--- src/rtl/simon_key_expander.sv ---
// ---------------------------------------------------------------------------
// SimonKeyExpander
// Sequential SIMON key-schedule engine. A master key of M words is expanded
// into T round keys, one new key per clock, and stored in an internal
// round-key RAM. Every generated key is also streamed out with its index.
// The round cipher reads the finished schedule back through a registered
// read port. Word size, key-word count, round count and z-sequence are
// parameters, so one instance covers every SIMON variant.
// ---------------------------------------------------------------------------
module simon_key_expander #(
   parameter int          N  = 32,
   parameter int          M  = 3,
   parameter int          T  = 42,
   parameter logic [61:0] Z  = 62'b10101111011100000011010010011000101000010001111110010110110011,
   parameter int          AW = $clog2(T)
) (
   input  logic           clk,
   input  logic           rst,
   input  logic           start,
   input  logic [N*M-1:0] key_in,
   output logic           busy,
   output logic           done,
   output logic           keys_valid,
   output logic           rk_valid,
   output logic [AW-1:0]  rk_idx,
   output logic [N-1:0]   rk_data,
   input  logic [AW-1:0]  rd_addr,
   output logic [N-1:0]   rd_data
);

   // Unsupported key-word counts or a schedule shorter than the master key
   // have no meaning for SIMON, so they stop elaboration outright.
   if (M < 2 || M > 4) begin : gBadKeyWords
      $error("simon_key_expander: M must be 2, 3 or 4");
   end
   if (T <= M) begin : gBadRounds
      $error("simon_key_expander: T must be larger than M");
   end

   typedef enum logic [1:0] {
      IDLE = 2'd0,
      LOAD = 2'd1,
      GEN  = 2'd2,
      DONE = 2'd3
   } stateType;

   // c = 2^N - 4: all ones except the two lowest bits
   localparam logic [N-1:0] ROUND_CONST = {{(N-2){1'b1}}, 2'b00};

   stateType       state;
   stateType       nextState;

   // Sliding window of the last M keys: word 0 is k[i-M], word M-1 is k[i-1]
   logic [N*M-1:0] window;
   // z-sequence register; its MSB is the z bit for the key being generated
   logic [61:0]    zReg;
   // Index of the key generated in the current GEN cycle
   logic [AW-1:0]  keyIdx;
   logic [N-1:0]   schedTmp;
   logic [N-1:0]   newKey;
   logic           lastKey;

   logic [N-1:0]   roundKeyRam [0:T-1];

   // Rotate an N-bit word right by r positions
   function automatic logic [N-1:0] rotr(input logic [N-1:0] x, input int r);
      return (x >> r) | (x << (N - r));
   endfunction

   assign lastKey = (keyIdx == AW'(T - 1));
   assign busy    = (state == LOAD) || (state == GEN);

   // State register; reset always returns the engine to IDLE
   always_ff @(posedge clk) begin
      if (rst) begin
         state <= IDLE;
      end else begin
         state <= nextState;
      end
   end

   // Next-state logic: start only counts in IDLE, GEN runs until k[T-1]
   always_comb begin
      nextState = state;
      case (state)
         IDLE:    if (start) nextState = LOAD;
         LOAD:    nextState = GEN;
         GEN:     if (lastKey) nextState = DONE;
         DONE:    nextState = IDLE;
         default: nextState = IDLE;
      endcase
   end

   // One SIMON key-schedule round computed from the current window and z bit
   always_comb begin
      schedTmp = rotr(window[N*(M-1) +: N], 3);
      if (M == 4) begin
         schedTmp = schedTmp ^ window[N +: N];
      end
      schedTmp = schedTmp ^ rotr(schedTmp, 1);
      newKey   = ROUND_CONST ^ {{(N-1){1'b0}}, zReg[61]} ^ window[N-1:0] ^ schedTmp;
   end

   // Datapath: window/z/index bookkeeping plus the registered status and stream outputs
   always_ff @(posedge clk) begin
      if (rst) begin
         window     <= '0;
         zReg       <= Z;
         keyIdx     <= '0;
         done       <= 1'b0;
         keys_valid <= 1'b0;
         rk_valid   <= 1'b0;
         rk_idx     <= '0;
         rk_data    <= '0;
      end else begin
         done     <= 1'b0;
         rk_valid <= 1'b0;
         case (state)
            IDLE: begin
               if (start) begin
                  window     <= key_in;
                  zReg       <= Z;
                  keys_valid <= 1'b0;
               end
            end
            LOAD: begin
               keyIdx <= AW'(M);
            end
            GEN: begin
               window   <= {newKey, window[N*M-1:N]};
               zReg     <= {zReg[60:0], zReg[61]};
               keyIdx   <= keyIdx + 1'b1;
               rk_valid <= 1'b1;
               rk_idx   <= keyIdx;
               rk_data  <= newKey;
            end
            DONE: begin
               done       <= 1'b1;
               keys_valid <= 1'b1;
            end
            default: begin
               done <= 1'b0;
            end
         endcase
      end
   end

   // Round-key RAM writes: the whole master key in LOAD, one new key per GEN cycle
   always_ff @(posedge clk) begin
      if (!rst) begin
         if (state == LOAD) begin
            for (int j = 0; j < M; j++) begin
               roundKeyRam[j] <= window[N*j +: N];
            end
         end else if (state == GEN) begin
            roundKeyRam[keyIdx] <= newKey;
         end
      end
   end

   // Registered read port; addresses past the schedule read as zero
   always_ff @(posedge clk) begin
      if (rst) begin
         rd_data <= '0;
      end else if (int'(rd_addr) < T) begin
         rd_data <= roundKeyRam[rd_addr];
      end else begin
         rd_data <= '0;
      end
   end

endmodule

--- config.mk ---
export PLATFORM = sky130hd
export DESIGN_NAME = simon_key_expander
export DESIGN_NICKNAME = d
export VERILOG_FILES = /design/src/rtl/simon_key_expander.sv
export SDC_FILE = /design/constraint.sdc
export NUM_CORES = 2
export LEC_CHECK = 0
export ABC_CLOCK_PERIOD_IN_PS = 6650
export CAP_MARGIN = 20
export CORE_UTILIZATION = 69
export CTS_BUF_LIST = sky130_fd_sc_hd__clkbuf_8
export DETAILED_ROUTE_END_ITERATION = 6
export PLACE_DENSITY = 0.88
export SYNTH_ARGS = -nofsm -noshare
export SYNTH_HDL_FRONTEND = slang
export SYNTH_SLANG_ARGS = --single-unit
--- constraint.sdc ---
create_clock -name clk -period 6.65 [get_ports clk]
set_input_delay 0.9975 -clock clk [delete_from_list [all_inputs] [get_ports clk]]
set_output_delay 0.9975 -clock clk [all_outputs]
set_load 0.02 [all_outputs]
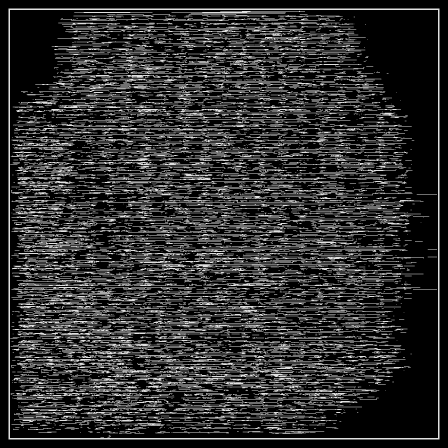
Fig. 1. The metal 1 layer.
share of all routed wire	32%
longest straight run	114 um
main direction	horizontal

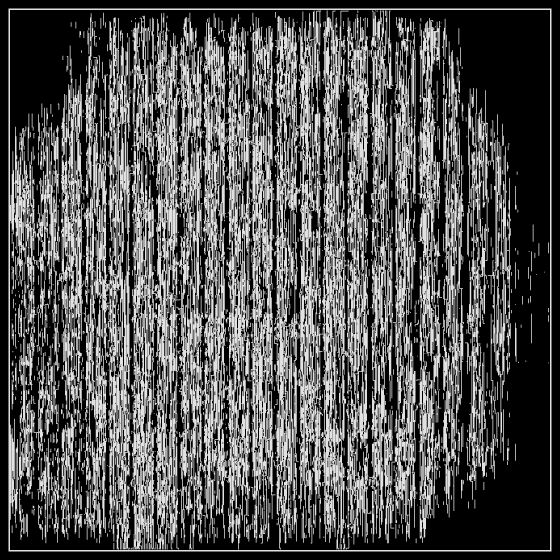
Fig. 2. The metal 2 layer.
share of all routed wire	47%
main direction	vertical
wire length on this layer	85.1 mm

==> results.txt <==
impl run done, here's what came out: slowest stage cell on the critical path=sky130_fd_sc_hd__o21ai_4, capturing element type of the critical path=flip-flop, routed length on met3=between 20 and 30 mm, count of warning messages emitted by the tools=45, Static Leak=0.02399 uW, ratio of routed vias to standard cells=between 7 and 8, synthesized instance count=3706, minimum period implied by the final worst setup slack=roughly 3900 ps, Largest logic family=multiplexers, post-CTS clock slew at the launch and capture registers of the worst setup and hold paths=around 60 ps, and+or+nand+nor area frac=under 10%, Layout Area Growth over Synthesis=13.43%, Gates resized, CTS repair=0, worst hold path stage count=1, startpoint of the lowest-slack hold path=zReg[1]$_SDFFE_PP1P_, category of the critical setup timing path=reg -> reg, register-to-register setup slack=around 2700 ps, first-pass GRT wire length=between 200 and 250 mm, fraction of the core area covered by cells at the end of the flow=between 70% and 80%, per-instance average area after synthesis=about 17 um^2, Synth area leader=sky130_fd_sc_hd__edfxtp_1, CP delay by family, top=buffers and inverters, max-cap violations=0, CP max FO=97, number of antenna violations at the first check in global routing=10, Detail Route met2 WL=~85 mm, via count of the first global-routing pass=37670, measured slew at the worst slew-check pin=1242 ps, largest registers=roundKeyRam x1408, window x96, zReg x62, count of cells along the worst register-to-register path=7, number of cells in the finished layout apart from fillers=between 5000 and 6000, Die W=slightly above 300 um, Placed Instance Area=just under 70000 um^2, floorplan net count=roughly 3800, most frequent cells after synthesis=sky130_fd_sc_hd__edfxtp_1 (1408), sky130_fd_sc_hd__mux2i_1 (279), sky130_fd_sc_hd__nor2_1 (263), sky130_fd_sc_hd__mux4_2 (250), sky130_fd_sc_hd__dfxtp_1 (239), number of enable-type register cells in the synthesized netlist=roughly 1400, overall routed net length=~180 mm, Peak VDD IR=between 0.3 and 0.4 mV, fa+ha+maj area frac=less than 1%, Storage cell area=~47000 um^2, Power Total=30350 uW, top layer reached by signal wires=met5, total count of max-transition violations in the final report=0, XOR Share, Synth=1.320%, CTS tree=built, synthesized flop and latch total=between 1500 and 2000, top logic cells by instance count in the layout=sky130_fd_sc_hd__edfxtp_1 (1408), sky130_fd_sc_hd__mux2i_1 (279), sky130_fd_sc_hd__clkbuf_8 (273), Power Dens Cells=around 420 nW/um^2, clk latency late pin=about 950 ps, row count=111, area figure in the yosys stat output=roughly 64000 um^2, status=complete, no violations, post-placement cell count=~5000, fraction of the mapped netlist area in compound gates=under 10%, most used flip-flop cell=sky130_fd_sc_hd__edfxtp_1, kind of start point of the critical path=flip-flop, iteration-0 DRC count of the detailed router=around 6100, fraction of registers with async set or reset after synthesis=0%, cell with the most instances after synthesis=sky130_fd_sc_hd__edfxtp_1, layout cell share with drive strength beyond 1=a little under a fifth, most frequent cell on the critical path=sky130_fd_sc_hd__inv_1, Critical path buffers and inverters=3, dpl hpwl=approximately 95 mm, Root Buffer=sky130_fd_sc_hd__clkbuf_8, Buffers on Ports=178, top register by number of flip-flops=roundKeyRam, # DRC=0, most common library cell in the layout ignoring fill and taps=sky130_fd_sc_hd__edfxtp_1, cell types occupying the most area after synthesis=sky130_fd_sc_hd__edfxtp_1 (66%), sky130_fd_sc_hd__mux4_2 (8.7%), sky130_fd_sc_hd__dfxtp_1 (7.4%), Setup TNS=0 ps, Data arrival, critical path=around 4700 ps, pin count of the biggest net entering global routing=between 100 and 150, Die Span Y=around 300 um, Overflow after GRT=0, final-report hold violation count=0, IO Pins=~180, buffer depth of the longest clock path=3, Area leader share=roughly 66%
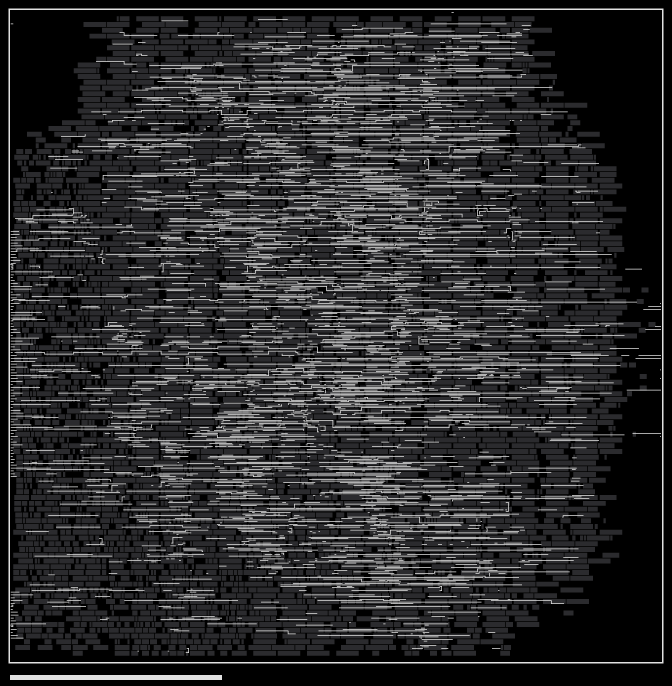
Fig. 3. The metal 3 layer.
Bar = 100 um. Cells faint in the background.
nets with wire on the layer	1053
longest straight run	155 um

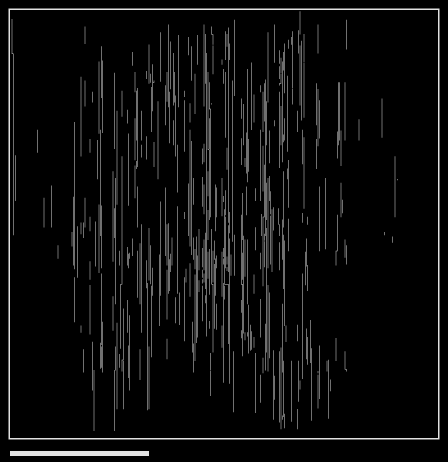
Fig. 4. Metal 4.
Bar = 100 um.
share of all routed wire	6.1%
longest straight run	203 um
nets with wire on the layer	249
wire length on this layer	11100 um

-- cell type report --
cell class	count	share of cell area, %
flip-flops and latches	1647	64.46
inverters	37	0.1936
clock inverters	173	1.268
clock buffers	273	5.146
repair buffers	293	4.471
well taps	1243	2.130
multi-input cells	1778	22.31
diodes	7	0.02399
-- report_power, final --
| part | internal, uW | leakage [uW] | switching [uW] |
|---|---|---|---|
| clock network | 3960 | 0.00274 | 3990 |
| logic | 2270 | 0.00672 | 5240 |
| registers | 14400 | 0.0145 | 500 |
| total | 20600 | 0.0240 | 9730 |
-- layer usage --
layer,vias up,global-route usage [%]
li1,15330,-
met1,18800,46.82
met2,4036,58.59
met3,811,10.24
met4,12,19.06
met5,-,0
Power is estimated from default activity; no workload was simulated.
